Fig. 1: metal 1
Scale bar: 20 µm. Supply wires on this layer in grey. Cells faint in the background.
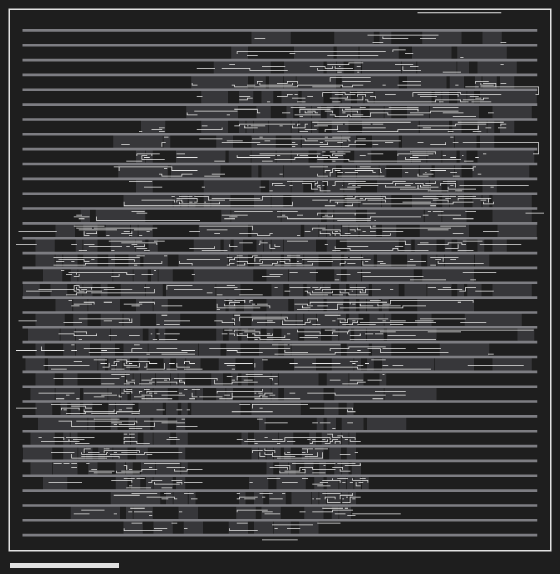
Fig. 2: met2 routing
Scale bar: 20 µm. Cells faint in the background.
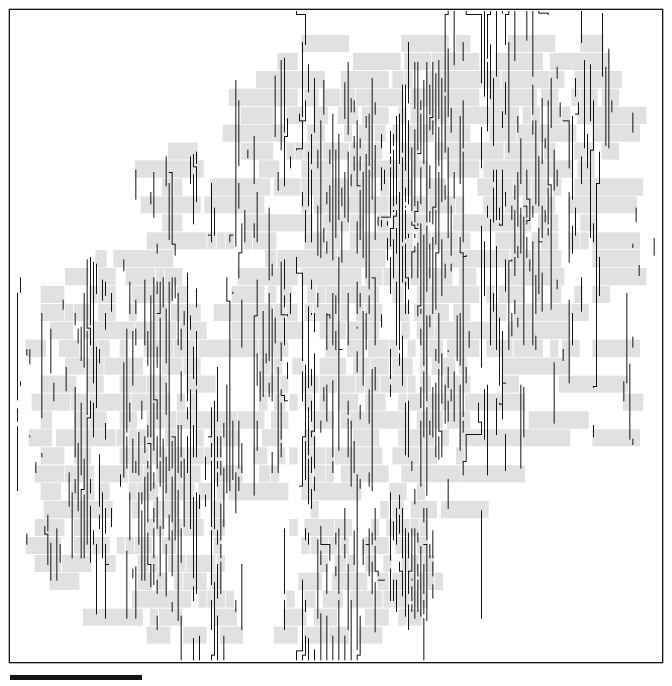
### src/rtl/game_ctrl.sv
// Game controller for a flappy-bird style game: button synchronizer, game FSM,
// collision detection, flap scheduling, scoring and best-score tracking.
module game_ctrl #(
   parameter int unsigned BIRD_X      = 100,
   parameter int unsigned PIPE_W      = 40,
   parameter int unsigned GAP_H       = 120,
   parameter int unsigned FLOOR_Y     = 10,
   parameter int unsigned CEIL_Y      = 470,
   parameter int unsigned DEAD_FRAMES = 60
) (
   input  logic       clk,
   input  logic       rst_n,
   input  logic       btn,
   input  logic       frame_tick,
   input  logic [9:0] bird_y,
   input  logic [9:0] pipe_x,
   input  logic [9:0] gap_y,
   output logic       freeze,
   output logic       flap,
   output logic       restart,
   output logic [1:0] state,
   output logic [7:0] score,
   output logic [7:0] hi_score
);

   localparam int unsigned CNT_W = $clog2(DEAD_FRAMES + 1);

   typedef enum logic [1:0] {
      S_IDLE = 2'd0,
      S_PLAY = 2'd1,
      S_DEAD = 2'd2,
      S_OVER = 2'd3
   } state_t;

   state_t           state_q, state_d;
   logic             btn_s1_q, btn_s2_q, btn_s3_q;
   logic [1:0]       fill_q, fill_d;
   logic             armed_q, armed_d;
   logic             freeze_q, freeze_d;
   logic             flap_q, flap_d;
   logic             restart_q, restart_d;
   logic [7:0]       score_q, score_d;
   logic [7:0]       hi_score_q, hi_score_d;
   logic [CNT_W-1:0] frame_cnt_q, frame_cnt_d;
   logic             pending_q, pending_d;
   logic             cleared_q, cleared_d;

   logic             btn_rise;
   logic             collision;
   logic             pipe_passed;
   logic [10:0]      by_w, px_w, gy_w;

   // A button held across reset must be seen released before any edge counts;
   // fill_q waits until the synchronizer holds real samples.
   always_comb begin
      fill_d  = (fill_q == 2'd2) ? fill_q : fill_q + 2'd1;
      armed_d = armed_q | ((fill_q == 2'd2) & ~btn_s2_q);
   end

   assign btn_rise = armed_q & btn_s2_q & ~btn_s3_q;

   // All comparisons at 11 bits so the pipe and gap sums never wrap.
   always_comb begin
      by_w = {1'b0, bird_y};
      px_w = {1'b0, pipe_x};
      gy_w = {1'b0, gap_y};
      collision = (by_w <= 11'(FLOOR_Y)) ||
                  (by_w >= 11'(CEIL_Y)) ||
                  ((px_w <= 11'(BIRD_X)) &&
                   ((px_w + 11'(PIPE_W)) > 11'(BIRD_X)) &&
                   ((by_w < gy_w) || (by_w >= (gy_w + 11'(GAP_H)))));
      pipe_passed = (px_w + 11'(PIPE_W)) <= 11'(BIRD_X);
   end

   always_comb begin
      state_d     = state_q;
      flap_d      = 1'b0;
      restart_d   = 1'b0;
      score_d     = score_q;
      hi_score_d  = hi_score_q;
      frame_cnt_d = frame_cnt_q;
      pending_d   = pending_q;
      cleared_d   = cleared_q;

      case (state_q)
         S_IDLE: begin
            if (btn_rise) begin
               state_d   = S_PLAY;
               restart_d = 1'b1;
               score_d   = 8'd0;
               pending_d = 1'b0;
               cleared_d = 1'b0;
            end else begin
               state_d = S_IDLE;
            end
         end
         S_PLAY: begin
            if (frame_tick && collision) begin
               state_d     = S_DEAD;
               frame_cnt_d = '0;
               pending_d   = 1'b0;
            end else if (frame_tick) begin
               if (pending_q) begin
                  flap_d    = 1'b1;
                  pending_d = 1'b0;
               end else begin
                  flap_d = 1'b0;
               end
               if (pipe_passed && !cleared_q) begin
                  cleared_d = 1'b1;
                  score_d   = (score_q == 8'd255) ? score_q : score_q + 8'd1;
               end else if (!pipe_passed) begin
                  cleared_d = 1'b0;
               end else begin
                  cleared_d = cleared_q;
               end
            end else begin
               state_d = S_PLAY;
            end
            // A press on the collision tick is dropped along with the game.
            if (btn_rise && (state_d == S_PLAY)) begin
               pending_d = 1'b1;
            end else begin
               pending_d = pending_d;
            end
         end
         S_DEAD: begin
            if (frame_tick) begin
               frame_cnt_d = frame_cnt_q + CNT_W'(1);
               if (frame_cnt_q == CNT_W'(DEAD_FRAMES - 1)) begin
                  state_d = S_OVER;
                  if (score_q > hi_score_q) begin
                     hi_score_d = score_q;
                  end else begin
                     hi_score_d = hi_score_q;
                  end
               end else begin
                  state_d = S_DEAD;
               end
            end else begin
               state_d = S_DEAD;
            end
         end
         S_OVER: begin
            if (btn_rise) begin
               state_d = S_IDLE;
            end else begin
               state_d = S_OVER;
            end
         end
         default: begin
            state_d = S_IDLE;
         end
      endcase

      freeze_d = (state_d != S_PLAY);
   end

   always_ff @(posedge clk or negedge rst_n) begin
      if (!rst_n) begin
         btn_s1_q    <= 1'b0;
         btn_s2_q    <= 1'b0;
         btn_s3_q    <= 1'b0;
         fill_q      <= 2'd0;
         armed_q     <= 1'b0;
         state_q     <= S_IDLE;
         freeze_q    <= 1'b1;
         flap_q      <= 1'b0;
         restart_q   <= 1'b0;
         score_q     <= 8'd0;
         hi_score_q  <= 8'd0;
         frame_cnt_q <= '0;
         pending_q   <= 1'b0;
         cleared_q   <= 1'b0;
      end else begin
         btn_s1_q    <= btn;
         btn_s2_q    <= btn_s1_q;
         btn_s3_q    <= btn_s2_q;
         fill_q      <= fill_d;
         armed_q     <= armed_d;
         state_q     <= state_d;
         freeze_q    <= freeze_d;
         flap_q      <= flap_d;
         restart_q   <= restart_d;
         score_q     <= score_d;
         hi_score_q  <= hi_score_d;
         frame_cnt_q <= frame_cnt_d;
         pending_q   <= pending_d;
         cleared_q   <= cleared_d;
      end
   end

   assign state    = state_q;
   assign freeze   = freeze_q;
   assign flap     = flap_q;
   assign restart  = restart_q;
   assign score    = score_q;
   assign hi_score = hi_score_q;

endmodule

### config.mk
export PLATFORM = sky130hd
export DESIGN_NAME = game_ctrl
export DESIGN_NICKNAME = d
export VERILOG_FILES = /design/src/rtl/game_ctrl.sv
export SDC_FILE = /design/constraint.sdc
export NUM_CORES = 1
export LEC_CHECK = 0
export ABC_AREA = 1
export CORE_MARGIN = 2
export CORE_UTILIZATION = 30
export CTS_CLUSTER_DIAMETER = 50
export DETAILED_ROUTE_END_ITERATION = 6
export SETUP_SLACK_MARGIN = 0.05
export SYNTH_ARGS = -nofsm -noshare
export SYNTH_HDL_FRONTEND = slang
export SYNTH_SLANG_ARGS = --single-unit
### constraint.sdc
create_clock -name clk -period 1.9 [get_ports clk]
set_clock_uncertainty 0.15 [all_clocks]
set_input_delay 0.57 -clock clk [delete_from_list [all_inputs] [get_ports clk]]
set_output_delay 0.57 -clock clk [all_outputs]
set_load 0.1 [all_outputs]
==> flow_metrics.tcl <==
# implementation run metrics
set metrics [dict create \
    r2r_cells 8 \
    finalSetupViolCount 27 \
    clk_share_pct 2.452 \
    yosysMostFrequentCell "nand2_1" \
    fill_cells 800 \
    max_freq_mhz 396.6 \
    final_util_pct 55.01 \
    routed-wl-met3_um 211 \
    cp-endpoint "score[2]$_DFFE_PN0P_" \
    startpoint_type "input pin" \
    drv_cap 0 \
    layout_top_cell "nand2_1" \
    hold_viol_final 0 \
    dp.cells 580 \
    cp_slowest_cell "ha_4" \
    syn_avg_cell_area_um2 7.428 \
    clock-root-buffer "clkbuf_8" \
    synth_nets 429 \
    grt_pass1_vias 2916 \
    die_h_um 98.94 \
    largest_area_cell "dfrtp_1" \
    cts.sinks 35 \
    grt_use_met3_pct 1.986 \
    ff2ff_setup_slack_ns -0.16 \
    setup_slack_ns -0.6217 \
    status "finished, violations left" \
    num_antenna_cells 0 \
    grt_pass1_wl_mm 12.85 \
    synth.top_cells.by_area "dfrtp_1 (31%), ha_1 (14%), nand2_1 (12%)" \
    leakagePower_nw 2.151 \
    mux_area_share_pct 0 \
    yosys.area_share.aoi_pct 12.68 \
    io_buffers 54 \
    die_area_um2 9788 \
    holdPathEnd "btn_s2_q$_DFF_PN0_" \
    violations "negative setup slack" \
    cts_tree "built" \
    wl_per_cell_um 13.03 \
    synthToLayoutAreaGrowth_pct 77.42 \
    startpoint "gap_y[4]" \
    floorplan.core_util_pct 31.00 \
    cts.htree.levels 2 \
    busiest_layer "met2" \
    nets 562 \
    ys_sh_simple_pct 28.64 \
    wl_met1_mm 3.359 \
    register_area_um2 929.6 \
    cts_buffers 5 \
    fa_ha_area_share_pct 14.35 \
    period_needed_ns 2.522 \
    core_area_um2 8721 \
    nWellTaps 108 \
]
About Fig. 1:
The layer carries 3360 µm of wire. The longest straight run is 33.8 µm. The layer holds 43% of the routed length. The wires run mostly horizontal. 506 nets have wire on it.
M1 GR Usage: 19.68%
via count: 2897

About Fig. 2:
496 nets have wire on it. The longest straight run is 30.8 µm. The wires run mostly vertical. The layer holds 53% of the routed length.
met2 GRT Util: 28.85%
WL final: 7.896 mm

worst max-delay path: cells and delay by family:
family,cells,cell delay (ns)
AND-OR/OR-AND,3,0.38
XOR/XNOR,1,0.13
adder cells (fa/ha/maj),2,0.38
buffers and inverters,3,0.24
AND/OR/NAND/NOR,10,0.85
power groups by stage:
| stage | Sequential, mW | Clock, mW | Combinational [mW] |
|---|---|---|---|
| after floorplan | 1.30 | 0 | 0.543 |
| after global placement | 0.965 | 0 | 1.54 |
| after detailed placement | 0.967 | 0 | 1.55 |
| after CTS | 0.955 | 0.724 | 1.72 |
| after global routing | 0.975 | 0.754 | 2.00 |
| final | 0.960 | 0.709 | 1.85 |
Power and IR drop assume default switching activity.
